### Placement view

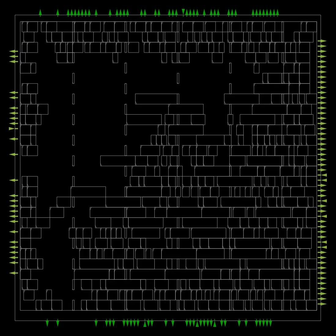
### Routed clock nets over the placement

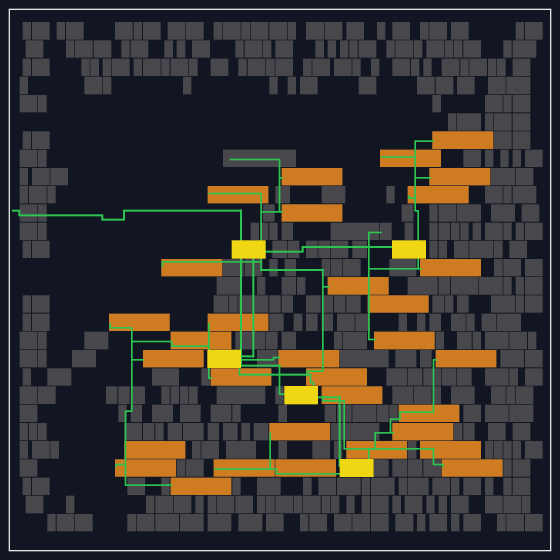
### The metal 2 layer

The bar under the picture is 20 microns long.
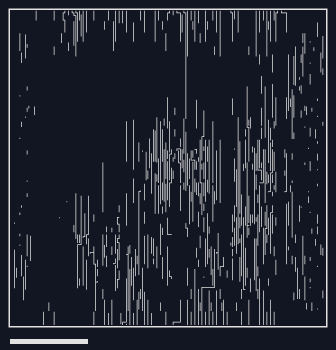
### Placement by cell class

The bar under the picture is 20 microns long. Fill, decap, tap and diode cells in grey.
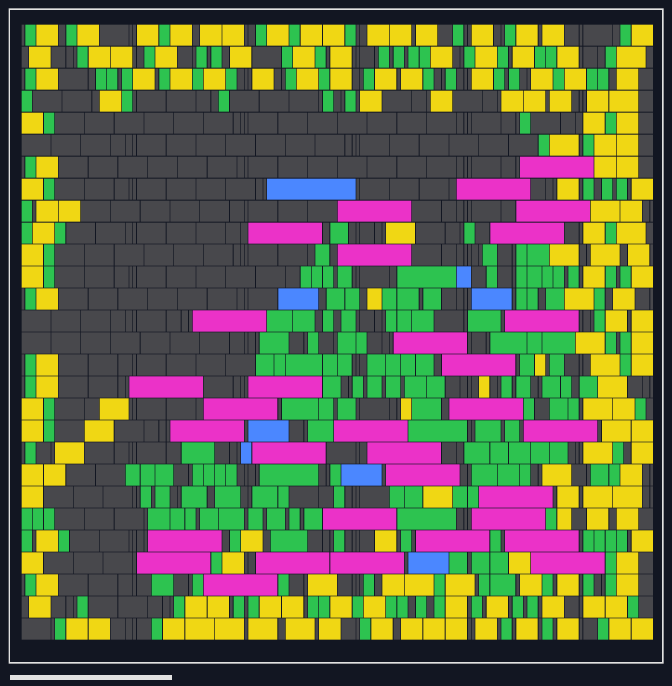
### Supply network

Pins as bars on the die edge. Tap cells in grey.
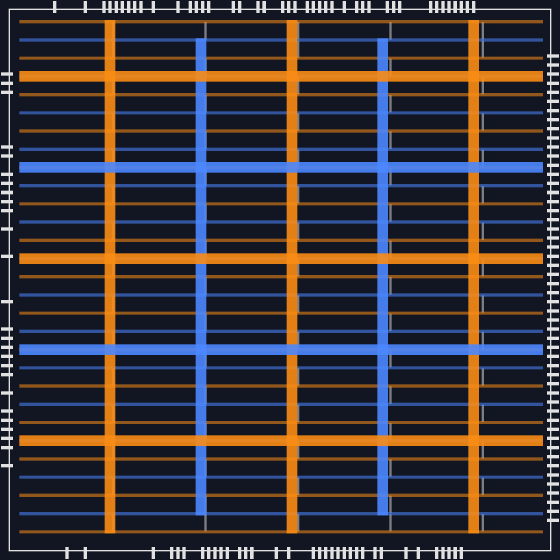
`src/rtl/irq_bus_messenger.sv`:
```
// Interrupt-to-bus write engine: latches rising edges on the interrupt lines as pending,
// picks the lowest unmasked pending source and writes CHAR_BASE+index to BASE_ADDR.
module irq_bus_messenger #(
  parameter int unsigned              NUM_IRQ   = 4,
  parameter int unsigned              ADDR_W    = 64,
  parameter int unsigned              DATA_W    = 64,
  parameter logic [ADDR_W-1:0]        BASE_ADDR = ADDR_W'(64'h8000_0000),
  parameter logic [7:0]               CHAR_BASE = 8'h41,
  parameter int unsigned              MAX_WAIT  = 15
) (
  input  logic                clk,
  input  logic                reset,
  input  logic [NUM_IRQ-1:0]  irq,
  input  logic [NUM_IRQ-1:0]  irq_mask,
  output logic [ADDR_W-1:0]   bus_address,
  output logic [DATA_W-1:0]   bus_write_data,
  output logic                bus_write_enable,
  input  logic                bus_ready,
  output logic [NUM_IRQ-1:0]  pending,
  output logic                busy,
  output logic                timeout_err,
  output logic [7:0]          overrun_count
);

  localparam int unsigned IDX_W = (NUM_IRQ > 1) ? $clog2(NUM_IRQ) : 1;

  typedef enum logic {
    IDLE  = 1'b0,
    WRITE = 1'b1
  } state_t;

  state_t              state_q;
  logic [NUM_IRQ-1:0]  irq_q;
  logic [NUM_IRQ-1:0]  pending_q, pending_d;
  logic [IDX_W-1:0]    idx_q;
  logic [7:0]          wait_q;
  logic [7:0]          overrun_q, overrun_d;
  logic [ADDR_W-1:0]   addr_q;
  logic [DATA_W-1:0]   data_q, data_d;
  logic                en_q, busy_q, timeout_q;

  logic [NUM_IRQ-1:0]  rise, req, clr, lost;
  logic [IDX_W-1:0]    sel;
  logic [7:0]          ch;
  logic                done;
  logic [4:0]          n_lost;
  logic [8:0]          ovr_sum;

  always_comb begin
    rise = irq & ~irq_q;
    req  = pending_q & ~irq_mask;

    sel = '0;
    for (int unsigned i = NUM_IRQ; i > 0; i--) begin
      if (req[i-1]) sel = IDX_W'(i - 1);
    end
    ch        = CHAR_BASE + 8'(sel);
    data_d    = '0;
    data_d[7:0] = ch;

    done = (state_q == WRITE) && (bus_ready || (wait_q == 8'(MAX_WAIT - 1)));
    clr  = '0;
    if (done) clr[idx_q] = 1'b1;

    // A rise on the edge that clears a source re-arms it and is not counted as lost
    pending_d = (pending_q & ~clr) | rise;
    lost      = rise & pending_q & ~clr;

    n_lost = '0;
    for (int unsigned i = 0; i < NUM_IRQ; i++) begin
      n_lost = n_lost + 5'(lost[i]);
    end
    ovr_sum   = {1'b0, overrun_q} + 9'(n_lost);
    overrun_d = ovr_sum[8] ? 8'hFF : ovr_sum[7:0];
  end

  always_ff @(posedge clk or negedge reset) begin
    if (!reset) begin
      state_q   <= IDLE;
      irq_q     <= '0;
      pending_q <= '0;
      idx_q     <= '0;
      wait_q    <= '0;
      overrun_q <= '0;
      addr_q    <= '0;
      data_q    <= '0;
      en_q      <= 1'b0;
      busy_q    <= 1'b0;
      timeout_q <= 1'b0;
    end else begin
      irq_q     <= irq;
      pending_q <= pending_d;
      overrun_q <= overrun_d;
      timeout_q <= 1'b0;
      case (state_q)
        IDLE: begin
          if (|req) begin
            state_q <= WRITE;
            idx_q   <= sel;
            wait_q  <= '0;
            addr_q  <= BASE_ADDR;
            data_q  <= data_d;
            en_q    <= 1'b1;
            busy_q  <= 1'b1;
          end
        end
        WRITE: begin
          if (done) begin
            state_q   <= IDLE;
            addr_q    <= '0;
            data_q    <= '0;
            en_q      <= 1'b0;
            busy_q    <= 1'b0;
            timeout_q <= ~bus_ready;
          end else begin
            wait_q <= wait_q + 8'd1;
          end
        end
        default: state_q <= IDLE;
      endcase
    end
  end

  assign bus_address      = addr_q;
  assign bus_write_data   = data_q;
  assign bus_write_enable = en_q;
  assign busy             = busy_q;
  assign timeout_err      = timeout_q;
  assign pending          = pending_q;
  assign overrun_count    = overrun_q;

endmodule
```
`config.mk`:
```
export PLATFORM = sky130hd
export DESIGN_NAME = irq_bus_messenger
export DESIGN_NICKNAME = d
export VERILOG_FILES = /design/src/rtl/irq_bus_messenger.sv
export SDC_FILE = /design/constraint.sdc
export NUM_CORES = 1
export LEC_CHECK = 0
export ABC_AREA = 0
export CORE_MARGIN = 1
export CORE_UTILIZATION = 41
export CTS_CLUSTER_DIAMETER = 80
export DETAILED_ROUTE_END_ITERATION = 8
export GPL_ROUTABILITY_DRIVEN = 0
export GPL_TIMING_DRIVEN = 0
export PLACE_DENSITY = 0.95
export SYNTH_ARGS = -nofsm -noshare
export SYNTH_HDL_FRONTEND = slang
export SYNTH_SLANG_ARGS = --single-unit
```
`constraint.sdc`:
```
create_clock -name clk -period 6.76 [get_ports clk]
set_clock_uncertainty 0.05 [all_clocks]
set_input_delay 1.352 -clock clk [delete_from_list [all_inputs] [get_ports clk]]
set_output_delay 1.352 -clock clk [all_outputs]
set_load 0.05 [all_outputs]
```
==> qor.json <==
{
  "run_status": "finished, final reports clean",
  "yosys.cell_types.count": 44,
  "stage_log_warnings": 27,
  "worst_slew_margin_rel_pct": 53.5,
  "grt_setup_unrepaired": "no",
  "syn_inst": 283,
  "grt_first_pass_wirelength_microns": 6710,
  "tritoncts_num_sinks": 32,
  "mappedNetlistArea_sq_um": 2530,
  "clock_power_share_pct": 14.3,
  "antenna_left": 0,
  "num_vias": 1942,
  "htreeDepth": 2,
  "combGateArea_sq_um": 1190,
  "tap_cells": 75,
  "peakVddDrop_mv": 0.197,
  "end_kind": "flop",
  "final_critical_path_setup_slack_ps": 2400,
  "fin_crit_ps": 4360,
  "timing.hold.worst_endpoint": "pending[3]",
  "critical-path-top-delay-family": "adder cells",
  "routed_wl_microns": 4380,
  "die_area_sq_um": 6500,
  "floorplan.io_pins": 154,
  "cts_buffers": 5,
  "core-area_sq_um": 5960,
  "seqCellArea_sq_um": 801,
  "required_ps": 6880,
  "start_kind": "input pin",
  "cts_setup_buffers": 0,
  "timing.reg2reg.setup_slack_ps": 2930,
  "first_global_vias": 1600,
  "layout.clock.cell_area_share_pct": 3.08,
  "yosys_most_used_dff": "sky130_fd_sc_hd__dfrtp_1",
  "detail_route.wl_per_cell_microns": 8.45,
  "num_antenna_cells": 0,
  "area.growth.synth_to_final_pct": 37.7,
  "track_usage_pct": 13.6,
  "tightest_slew_ps": 698,
  "ys_seq_share_pct": 31.6,
  "timing.rr.end": "overrun_count[6]",
  "clock_latency_ps": 280,
  "synth.area.mux_share_pct": 1.28,
  "power_frac_comb_pct": 59.8,
  "detail_route.iter0.violations": 57,
  "crit_slowest_cell": "sky130_fd_sc_hd__clkdlybuf4s50_1",
  "nets": 460,
  "number_of_buffer_cells_added_on_primary_ports": 30,
  "yosys.area_share.aoi_pct": 10.1,
  "min_period_over_period_pct": 64.4,
  "seqPwrFrac_pct": 25.9,
  "route.detailed.vias_per_inst": 3.75,
  "firstDrtPassIters": 4,
  "synth_async_sr_flop_share_pct": 100,
  "layout_top_cells_excl_fill_tap": "sky130_fd_sc_hd__buf_4, sky130_fd_sc_hd__conb_1, sky130_fd_sc_hd__dfrtp_1",
  "drive_gt1_share_pct": 31.2,
  "number_of_antenna_violations_at_the_first_check_in_global_routing": 0,
  "fin_util_pct": 58.6,
  "layout_top_cell_excl_fill_tap": "sky130_fd_sc_hd__buf_4",
  "nMultiInputCombCells": 233,
  "hold_viol_final": 0,
  "dp_cells": 510,
  "cts_repair_resize_count": 0,
  "number_of_endpoints_failing_setup_at_the_final_stage": 0,
  "syn-mean-instance-area_sq_um": 8.96,
  "detailed_place.area_sq_um": 3390,
  "nonClockInverterCount": 10,
  "hp-start": "irq_q[3]",
  "netSwitchingFraction_pct": 50.6,
  "ys_warn_count": 0,
  "simple_gate_share_pct": 12.1,
  "critPathMaxStageDelay_ps": 520,
  "synth-edff-count": 0,
  "fin_total_pwr_mw": 1.25
}
Back to the opening pictures, 'Placement view':
proportion of cell area occupied by registers: 22.9%
Row Count: 28

Back to the opening pictures, 'Routed clock nets over the placement':
Orange marks flip-flops, count 32. Green marks clock wires, length 444 microns. Yellow marks cells driving clock nets, count 5.
There are 6 routed clock nets.

Back to the opening pictures, 'The metal 2 layer':
360 nets have wire on it. The longest straight run is 32.3 microns. The layer holds 52% of the routed length. The layer carries 2,290 microns of wire.

Back to the opening pictures, 'Placement by cell class':
Magenta marks flops, cells 32, share of their area 24%. Blue marks clock drivers and dummy loads, cells 8, share of their area 3.2%. Yellow marks other buffers and delay cells, cells 160, share of their area 37%. Green marks all other logic, cells 243, share of their area 36%.

Back to the opening pictures, 'Supply network':
Orange marks VSS. Blue marks VDD.
75 tap cells. 29 met1 rails follow the rows. 154 signal pins sit on the boundary.

[cells in the mapped netlist, types with 2 or more instances]
master                     count  area, sq um
sky130_fd_sc_hd__nand4_1       2         12.5
sky130_fd_sc_hd__ha_1          4         50.1
sky130_fd_sc_hd__a31oi_1       3         18.8
sky130_fd_sc_hd__clkbuf_1      3         11.3
sky130_fd_sc_hd__nand3_1       5         25.0
sky130_fd_sc_hd__inv_1        10         37.5
sky130_fd_sc_hd__nor2_1       10         37.5
sky130_fd_sc_hd__a21oi_1       5         25.0
sky130_fd_sc_hd__dfrtp_1      32          801
sky130_fd_sc_hd__xor2_1        2         17.5
sky130_fd_sc_hd__or3_1         2         12.5
sky130_fd_sc_hd__o21ai_0      13         65.1
sky130_fd_sc_hd__nand2_1      15         56.3
sky130_fd_sc_hd__nor3_1        3         15.0
sky130_fd_sc_hd__buf_4       126          946
sky130_fd_sc_hd__nand2b_1      6         37.5
sky130_fd_sc_hd__o211ai_1      2         15.0
sky130_fd_sc_hd__nor2b_1       8         50.1
sky130_fd_sc_hd__o21a_1        3         22.5
sky130_fd_sc_hd__fa_1          3         60.1
sky130_fd_sc_hd__mux2_2        2         22.5
sky130_fd_sc_hd__and3_1        2         12.5
[power groups by stage]
stage | registers [mW] | logic (mW) | clock network (mW)
floorplan | 0.470 | 0.432 | 0
global placement | 0.323 | 0.729 | 0
detailed placement | 0.328 | 0.749 | 0
CTS | 0.325 | 0.752 | 0.184
global route | 0.336 | 0.799 | 0.192
finish | 0.325 | 0.749 | 0.179
[layer usage]
metal | GRT usage (%) | share of wire, % | routed length, microns
met5 | 0 | 0 | 0
met4 | 7.32 | 1.1 | 48
met3 | 4.09 | 9.3 | 408
met2 | 25.5 | 52 | 2290
met1 | 13.0 | 37 | 1630
